[config.mk]
export PLATFORM = sky130hd
export DESIGN_NAME = prog_run_ctrl_flat
export DESIGN_NICKNAME = d
export VERILOG_FILES = /design/src/rtl/prog_run_ctrl_if.sv /design/src/rtl/prog_run_ctrl.sv /design/src/flat_wrapper.sv
export SDC_FILE = /design/constraint.sdc
export NUM_CORES = 1
export LEC_CHECK = 0
export CAP_MARGIN = 15
export CORE_MARGIN = 5
export CORE_UTILIZATION = 53
export DETAILED_ROUTE_END_ITERATION = 10
export PLACE_DENSITY = 0.88
export SYNTH_ARGS = -nofsm -noshare
export SYNTH_HDL_FRONTEND = slang
export SYNTH_SLANG_ARGS = --single-unit
[constraint.sdc]
create_clock -name clk -period 4.3 [get_ports clk]
set_input_delay 0.43 -clock clk [delete_from_list [all_inputs] [get_ports clk]]
set_output_delay 0.43 -clock clk [all_outputs]
set_load 0.02 [all_outputs]
[src/rtl/prog_run_ctrl_if.sv]
// Bundle of the job, data-memory, core and result signals of the program-run controller.
// Valid/ready: a transfer happens on a rising edge where both valid and ready are 1;
// the source keeps valid and data stable until that edge; ready may depend on state only.
interface prog_run_ctrl_if;
  logic        job_valid;
  logic [15:0] job_data;
  logic        job_ready;
  logic        mem_we;
  logic [7:0]  mem_addr;
  logic [7:0]  mem_wdata;
  logic [7:0]  mem_rdata;
  logic        core_req;
  logic        core_ack;
  logic        res_valid;
  logic [15:0] res_data;
  logic        res_timeout;
  logic        res_ready;

  modport master (
    input  job_valid, job_data, mem_rdata, core_ack, res_ready,
    output job_ready, mem_we, mem_addr, mem_wdata, core_req,
           res_valid, res_data, res_timeout
  );

  modport slave (
    output job_valid, job_data, mem_rdata, core_ack, res_ready,
    input  job_ready, mem_we, mem_addr, mem_wdata, core_req,
           res_valid, res_data, res_timeout
  );
endinterface

[src/rtl/prog_run_ctrl.sv]
// Runs one job on a processor core: writes the operand to data memory, pulses the core,
// waits (bounded) for completion, reads back the result and offers it on a valid/ready port.
module prog_run_ctrl #(
  parameter int IN_ADDR  = 4,
  parameter int OUT_ADDR = 6,
  parameter int TIMEOUT  = 4096
) (
  input  logic              clk,
  input  logic              reset,
  prog_run_ctrl_if.master   bus,
  output logic [2:0]        state_dbg
);

  typedef enum logic [2:0] {
    S_IDLE  = 3'd0,
    S_WR_HI = 3'd1,
    S_WR_LO = 3'd2,
    S_REQ   = 3'd3,
    S_WAIT  = 3'd4,
    S_RD_HI = 3'd5,
    S_RD_LO = 3'd6,
    S_DONE  = 3'd7
  } state_t;

  localparam logic [15:0] CNT_LAST = 16'(TIMEOUT - 1);
  localparam logic [7:0]  IN_HI    = 8'(IN_ADDR);
  localparam logic [7:0]  IN_LO    = 8'(IN_ADDR + 1);
  localparam logic [7:0]  OUT_HI   = 8'(OUT_ADDR);
  localparam logic [7:0]  OUT_LO   = 8'(OUT_ADDR + 1);

  state_t      state_q, state_d;
  logic        run_q, run_d;
  logic [15:0] job_q, job_d;
  logic [15:0] cnt_q, cnt_d;
  logic [15:0] res_data_q, res_data_d;
  logic        res_timeout_q, res_timeout_d;

  // run_q keeps job_ready low while reset is held and rises on the first edge after release.
  always_ff @(posedge clk or negedge reset) begin
    if (!reset) begin
      state_q       <= S_IDLE;
      run_q         <= 1'b0;
      job_q         <= 16'h0000;
      cnt_q         <= 16'h0000;
      res_data_q    <= 16'h0000;
      res_timeout_q <= 1'b0;
    end else begin
      state_q       <= state_d;
      run_q         <= run_d;
      job_q         <= job_d;
      cnt_q         <= cnt_d;
      res_data_q    <= res_data_d;
      res_timeout_q <= res_timeout_d;
    end
  end

  always_comb begin
    state_d       = state_q;
    run_d         = 1'b1;
    job_d         = job_q;
    cnt_d         = cnt_q;
    res_data_d    = res_data_q;
    res_timeout_d = res_timeout_q;
    case (state_q)
      S_IDLE: begin
        if (run_q && bus.job_valid) begin
          job_d   = bus.job_data;
          state_d = S_WR_HI;
        end
      end
      S_WR_HI: state_d = S_WR_LO;
      S_WR_LO: state_d = S_REQ;
      S_REQ: begin
        cnt_d   = 16'h0000;
        state_d = S_WAIT;
      end
      S_WAIT: begin
        // An ack on the last allowed cycle takes priority over the timeout.
        if (bus.core_ack) begin
          state_d = S_RD_HI;
        end else if (cnt_q == CNT_LAST) begin
          res_timeout_d = 1'b1;
          res_data_d    = 16'h0000;
          state_d       = S_DONE;
        end else begin
          cnt_d = cnt_q + 16'd1;
        end
      end
      S_RD_HI: begin
        res_data_d[15:8] = bus.mem_rdata;
        state_d          = S_RD_LO;
      end
      S_RD_LO: begin
        res_data_d[7:0] = bus.mem_rdata;
        res_timeout_d   = 1'b0;
        state_d         = S_DONE;
      end
      S_DONE: begin
        if (bus.res_ready) state_d = S_IDLE;
      end
    endcase
  end

  always_comb begin
    bus.job_ready = 1'b0;
    bus.mem_we    = 1'b0;
    bus.mem_addr  = 8'h00;
    bus.mem_wdata = 8'h00;
    bus.core_req  = 1'b0;
    bus.res_valid = 1'b0;
    case (state_q)
      S_IDLE:  bus.job_ready = run_q;
      S_WR_HI: begin
        bus.mem_we    = 1'b1;
        bus.mem_addr  = IN_HI;
        bus.mem_wdata = job_q[15:8];
      end
      S_WR_LO: begin
        bus.mem_we    = 1'b1;
        bus.mem_addr  = IN_LO;
        bus.mem_wdata = job_q[7:0];
      end
      S_REQ:   bus.core_req  = 1'b1;
      S_WAIT:  bus.mem_addr  = 8'h00;
      S_RD_HI: bus.mem_addr  = OUT_HI;
      S_RD_LO: bus.mem_addr  = OUT_LO;
      S_DONE:  bus.res_valid = 1'b1;
    endcase
  end

  assign bus.res_data    = res_data_q;
  assign bus.res_timeout = res_timeout_q;
  assign state_dbg       = state_q;

endmodule

[src/flat_wrapper.sv]
// flat-port wrapper written by rule: the top's interface ports become plain ports
module prog_run_ctrl_flat 
#(
  parameter int IN_ADDR  = 4,
  parameter int OUT_ADDR = 6,
  parameter int TIMEOUT  = 4096
)
  (clk, reset, state_dbg, bus_job_valid, bus_job_data, bus_mem_rdata, bus_core_ack, bus_res_ready, bus_job_ready, bus_mem_we, bus_mem_addr, bus_mem_wdata, bus_core_req, bus_res_valid, bus_res_data, bus_res_timeout);
  prog_run_ctrl_if bus_i ();
  input  logic clk;
  input  logic reset;
  output logic [2:0] state_dbg;
  input wire logic [$bits(bus_i.job_valid)-1:0] bus_job_valid;
  input wire logic [$bits(bus_i.job_data)-1:0] bus_job_data;
  input wire logic [$bits(bus_i.mem_rdata)-1:0] bus_mem_rdata;
  input wire logic [$bits(bus_i.core_ack)-1:0] bus_core_ack;
  input wire logic [$bits(bus_i.res_ready)-1:0] bus_res_ready;
  output wire logic [$bits(bus_i.job_ready)-1:0] bus_job_ready;
  output wire logic [$bits(bus_i.mem_we)-1:0] bus_mem_we;
  output wire logic [$bits(bus_i.mem_addr)-1:0] bus_mem_addr;
  output wire logic [$bits(bus_i.mem_wdata)-1:0] bus_mem_wdata;
  output wire logic [$bits(bus_i.core_req)-1:0] bus_core_req;
  output wire logic [$bits(bus_i.res_valid)-1:0] bus_res_valid;
  output wire logic [$bits(bus_i.res_data)-1:0] bus_res_data;
  output wire logic [$bits(bus_i.res_timeout)-1:0] bus_res_timeout;
  assign bus_i.job_valid = bus_job_valid;
  assign bus_i.job_data = bus_job_data;
  assign bus_i.mem_rdata = bus_mem_rdata;
  assign bus_i.core_ack = bus_core_ack;
  assign bus_i.res_ready = bus_res_ready;
  assign bus_job_ready = bus_i.job_ready;
  assign bus_mem_we = bus_i.mem_we;
  assign bus_mem_addr = bus_i.mem_addr;
  assign bus_mem_wdata = bus_i.mem_wdata;
  assign bus_core_req = bus_i.core_req;
  assign bus_res_valid = bus_i.res_valid;
  assign bus_res_data = bus_i.res_data;
  assign bus_res_timeout = bus_i.res_timeout;
  prog_run_ctrl #(.IN_ADDR(IN_ADDR), .OUT_ADDR(OUT_ADDR), .TIMEOUT(TIMEOUT)) u_core (.clk(clk), .reset(reset), .bus(bus_i), .state_dbg(state_dbg));
endmodule
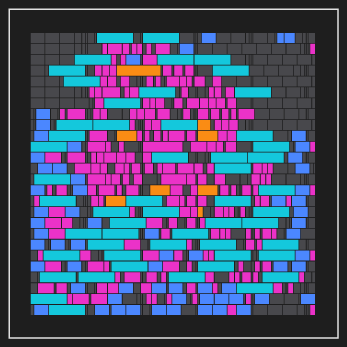
*Cells coloured by class, run 1*
Scale: 4 px per um. Fill, decap, tap and diode cells in grey.
colour	class	cells	share of their area
magenta	combinational and other logic	213	39%
cyan	flops	53	39%
blue	other buffers and delay cells	64	19%
orange	clock drivers and dummy loads	8	3.3%
Cell Rows: 26
final core utilization: 69.11%
summed area of non-filler cells in the final layout: 3485 um^2
standard cell core area: 5042 um^2
register fraction of the total cell area: 38.06%

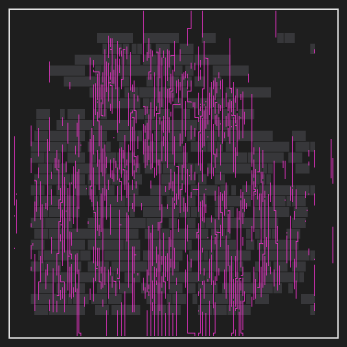
*Met2 routing, run 1*
Scale: 4 px per um.
nets with wire on the layer	318
wire length on this layer	3,050 um
share of all routed wire	49%

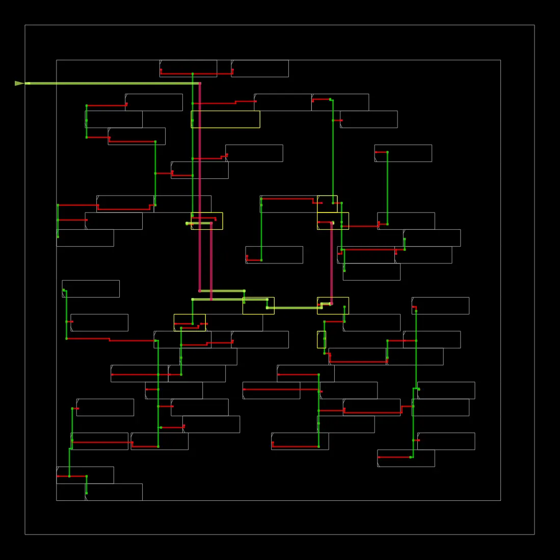
*The clock network, run 1*
Post-Route Skew: 5.806 ps
clock buf count: 6
number of CTS-inserted buffers: 5
number of flip-flops and latches: 53

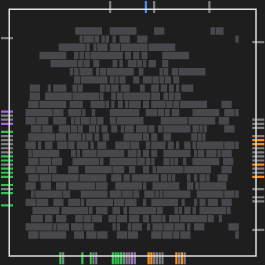
*Ports around the boundary, run 1*
Scale: 3 px per um. Pins as bars across the die edge, other pins in grey.
colour	port	pins	direction	edge
green	bus_job_data	16	input	9 left, 7 bottom
blue	bus_res_timeout	1	output	top
purple	state_dbg	3	output	2 left, 1 bottom
orange	bus_mem_rdata	8	input	4 bottom, 4 right

==> flow_summary_export.csv, run 1 <==
group,metric,value,unit
power,combinationalPower,1.08,mW
setup_path,critical_path_capture_point_type,"primary output",
global_routing,first_global_vias,2347,
cells_and_area,layout_top_cell,"sky130_fd_sc_hd__clkdlybuf4s50_1",
setup_path,cp.depth,5,
global_routing,grtUsageTotal,20.05,%
sta,postLayoutSetupSlackWorst,1578,ps
cts,max-clock-path-buffers,2,
cells_and_area,insertedDiodeCount,0,
placed_design,detailed_place_hpwl,4477,um
sta,max_freq,367.4,MHz
global_routing,top_usage_layer,"met2",
power,clock_power_share,15.3,%
job,maxCapViolations,0,
logic_synthesis,synth.comb.largest_family,"simple AND/OR/NAND/NOR gates",
placed_design,finalWeightedCongestion,0.8532,
logic_synthesis,synth_flops,53,
cts,cts_sinks,53,
drt,wl_met2,3048,um
logic_synthesis,fa_ha_area_share,2.749,%
setup_path,critPathKind,"reg2out",
drt,drtIter0Drc,155,
cts,postCtsHoldBufs,0,
sta,whs,237.4,ps
logic_synthesis,synth.avg_cell_area,9.755,um^2
setup_path,ff2ff_setup_slack,1880,ps
power,logic_pwr_share,49.1,%
global_routing,grt_util_met3,4.715,%
setup_path,worstReg2RegStart,"u_core.state_dbg[0]$_DFFE_PN0P_",
logic_synthesis,synth_stat.cells,280,
cts,worst_setup_hold_path_clk_slew,90,ps
sta,layout_min_cycle_time,2722,ps
floorplanning,fp.dieW,81.79,um
drt,drt_wl_total,6192,um
floorplanning,initial_utilization,54.17,%
placed_design,dpl_ws,1890,ps
drt,route.detailed.wl_per_inst,15.18,um
global_routing,antenna_violations_before_repair,0,
floorplanning,fp.dieArea,6690,um^2
status,status,"finished, final reports clean",
sta,report.final.setup_viol,0,
setup_path,cp_data_required_time,3870,ps
logic_synthesis,yosys_area,2731,um^2
logic_synthesis,topCellsByArea,"sky130_fd_sc_hd__dfrtp_1, sky130_fd_sc_hd__mux2_2, sky130_fd_sc_hd__nand2_1, sky130_fd_sc_hd__o22ai_1, sky130_fd_sc_hd__inv_1",
floorplanning,fp.dieH,81.79,um
drt,routed_length_on_met3,441,um
cts,clock_latency,300,ps
logic_synthesis,synth_largest_type_area_fraction,48.56,%
sta,fin_crit_sh,63.30,%
setup_path,start_kind,"flop",
setup_path,crit-reg2reg-capture,"u_core.bus.res_data[3]$_DFFE_PN0P_",
global_routing,grt_start_max_net_pins,54,
global_routing,first_pass_grt_wire_length,10510,um
setup_path,crit_buf_inv,2,
setup_path,critPathMaxFanout,14,
power,powerDensity,631.8,nW/um^2
sta,finalHoldViolCount,0,
setup_path,crit_chain,"inv_1 > ha_1 > a22oi_1 > nor2_1 > clkdlybuf4s50_1",
cells_and_area,nNetsFinal,372,
drt,avgViaCountPerCell,5.591,
setup_path,crit_slowest_cell,"sky130_fd_sc_hd__clkdlybuf4s50_1",
power,fin_total_pwr,2.201,mW
drt,dr.pass1.iters,4,
placed_design,port_buffers,63,
==> run 1: worst register-to-register path: cells and delay by family, from the launching register on <==
kind | cells | cell delay [ps]
AND-OR/OR-AND | 2 | 700
AND/OR/NAND/NOR | 2 | 660
flip-flops | 1 | 430
adder cells (fa/ha/maj) | 1 | 350
buffers and inverters | 1 | 140
==> run 1: registers in the layout (all words and copies together) (netlist names) <==
signal,flops
u_core.bus.res_data,16
u_core.cnt_q,16
u_core.job_q,16
u_core.state_dbg,3
u_core.bus.res_timeout,1
u_core.run_q,1
==> run 1: area by class of cell <==
class / count / area [um^2]
Multi-Input combinational cell: 190 / 1240
Clock inverter: 2 / 38.79
Clock buffer: 6 / 72.57
Tap cell: 70 / 87.58
Inverter: 23 / 86.33
Fill cell: 372 / 1558
Timing Repair Buffer: 64 / 633.1
Sequential cell: 53 / 1326
### Clock wires, drivers and flops, run 1

Scale: 6 px per um.
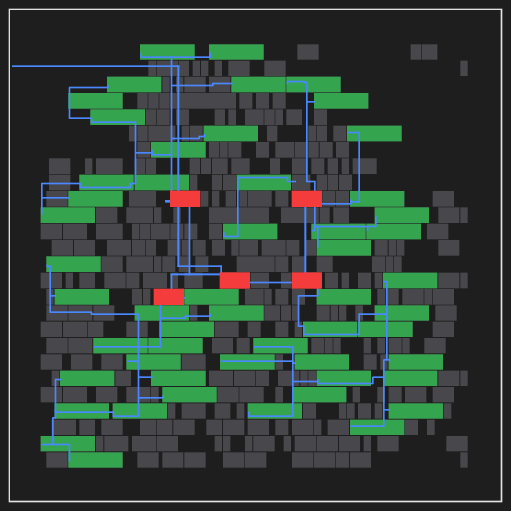

==> inputs of run 2 (changes only) <==
- CORE_UTILIZATION: 53 -> 44
- PLACE_DENSITY: 0.88 -> 0.79
- clock period: 4.3 -> 2.4 ns (I/O delays scaled with it)
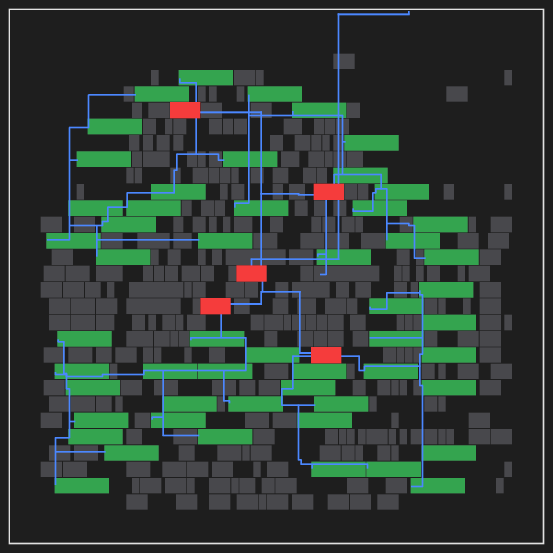
*Clock wires, drivers and flops, run 2*
Scale: 6 px per um.
[green] flip-flops | count: 53
[blue] clock wires | length: 620 um
[red] clock drivers | count: 5
routed clock nets	6
Post-Route Skew: 3.921 ps
clock distribution power: 584 uW
part of the power in the clock network: 14.5%
clk latency late pin: 300 ps

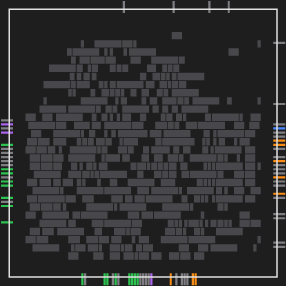
*Ports around the boundary, run 2*
Scale: 3 px per um. Pins as bars across the die edge, other pins in grey.
colour	port	pins	direction	edge
green	bus_job_data	16	input	8 left, 8 bottom
orange	bus_mem_rdata	8	input	5 right, 3 bottom
blue	bus_res_timeout	1	output	right
purple	state_dbg	3	output	2 left, 1 bottom
height of the die: 88.79 um
die boundary width: 88.79 um

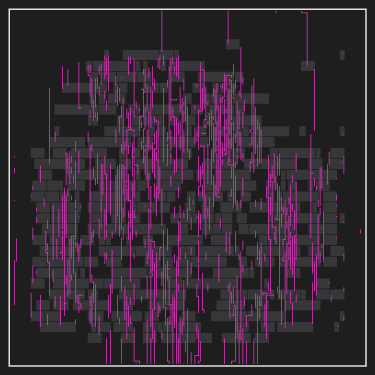
*Met2 routing, run 2*
Scale: 4 px per um.
nets with wire on the layer	320
share of all routed wire	47%
longest straight run	32.0 um
main direction	vertical
wire length on this layer	2,960 um
DR vias: 2,327
Total Routed Length: 6334 um
met2 layer usage reported by global route: 27.94%

==> run 2 against run 1 <==
Total power increased by 83%; critical path depth unchanged; combinational power increased by about 90%; highest routed layer unchanged.
==> flow_summary_export.csv, run 2 <==
group,metric,value,unit
status,status,"finished, final reports clean",
setup_path,crit_buf_inv,2,
placed_design,dpl_ws,260.2,ps
placed_design,port_buffers,63,
drt,avgViaCountPerCell,5.514,
global_routing,first_pass_grt_wire_length,10700,um
global_routing,antenna_violations_before_repair,0,
sta,finalHoldViolCount,0,
floorplanning,standard_cell_core_area,5991,um^2
placed_design,finalWeightedCongestion,0.8172,
setup_path,cp_data_required_time,2160,ps
cells_and_area,final_core_utilization,59.92,%
drt,wl_met2,2962,um
logic_synthesis,topCellsByArea,"sky130_fd_sc_hd__dfrtp_1, sky130_fd_sc_hd__mux2_2, sky130_fd_sc_hd__nand2_1, sky130_fd_sc_hd__o22ai_1, sky130_fd_sc_hd__inv_1",
drt,routed_length_on_met3,425,um
setup_path,ff2ff_setup_slack,220,ps
sta,max_freq,440.7,MHz
cells_and_area,nFillCells,497,
logic_synthesis,synth_stat.cells,280,
cells_and_area,layout_top_cell,"sky130_fd_sc_hd__clkdlybuf4s50_1",
cts,max-clock-path-buffers,2,
logic_synthesis,synth.avg_cell_area,9.755,um^2
sta,whs,415.7,ps
power,logic_pwr_share,51.0,%
sta,postLayoutSetupSlackWorst,131.0,ps
power,combinationalPower,2.05,mW
cts,worst_setup_hold_path_clk_slew,90,ps
job,maxCapViolations,0,
drt,drtIter0Drc,91,
logic_synthesis,fa_ha_area_share,2.749,%
setup_path,critPathMaxFanout,11,
setup_path,critPathKind,"reg2out",
sta,layout_min_cycle_time,2269,ps
setup_path,crit_chain,"inv_1 > ha_4 > a22oi_1 > nor2_1 > clkdlybuf4s50_1",
global_routing,grt_util_met3,4.376,%
cells_and_area,insertedDiodeCount,0,
floorplanning,fp.dieArea,7884,um^2
cells_and_area,nNetsFinal,382,
global_routing,top_usage_layer,"met2",
logic_synthesis,yosys_area,2731,um^2
setup_path,worstReg2RegStart,"u_core.cnt_q[13]$_DFFE_PN0P_",
floorplanning,placement_rows,28,
cts,number_of_cts_inserted_buffers,5,
run 2: cell counts after synthesis:
No cell type changed its count.
run 2: final cells by class:
| cell class | count | area, um^2 | share of cell area, % |
|---|---|---|---|
| Clock buffer | 5 | 68.82 | 1.917 |
| Inverter | 23 | 86.33 | 2.405 |
| Multi-Input combinational cell | 190 | 1270 | 35.38 |
| Tap cell | 75 | 93.84 | 2.614 |
| Timing Repair Buffer | 74 | 709.4 | 19.76 |
| Sequential cell | 53 | 1326 | 36.95 |
| Clock inverter | 2 | 35.03 | 0.9760 |
run 2: timing repair:
item | 4_1_cts | 5_1_grt
pin swaps | 0 | 0
hold buffers | 1 | 0
endpoints found under the hold margin | 19 | 0
gates resized | 4 | 3
endpoints found under the setup margin | 11 | 9
Power and IR drop assume default switching activity.
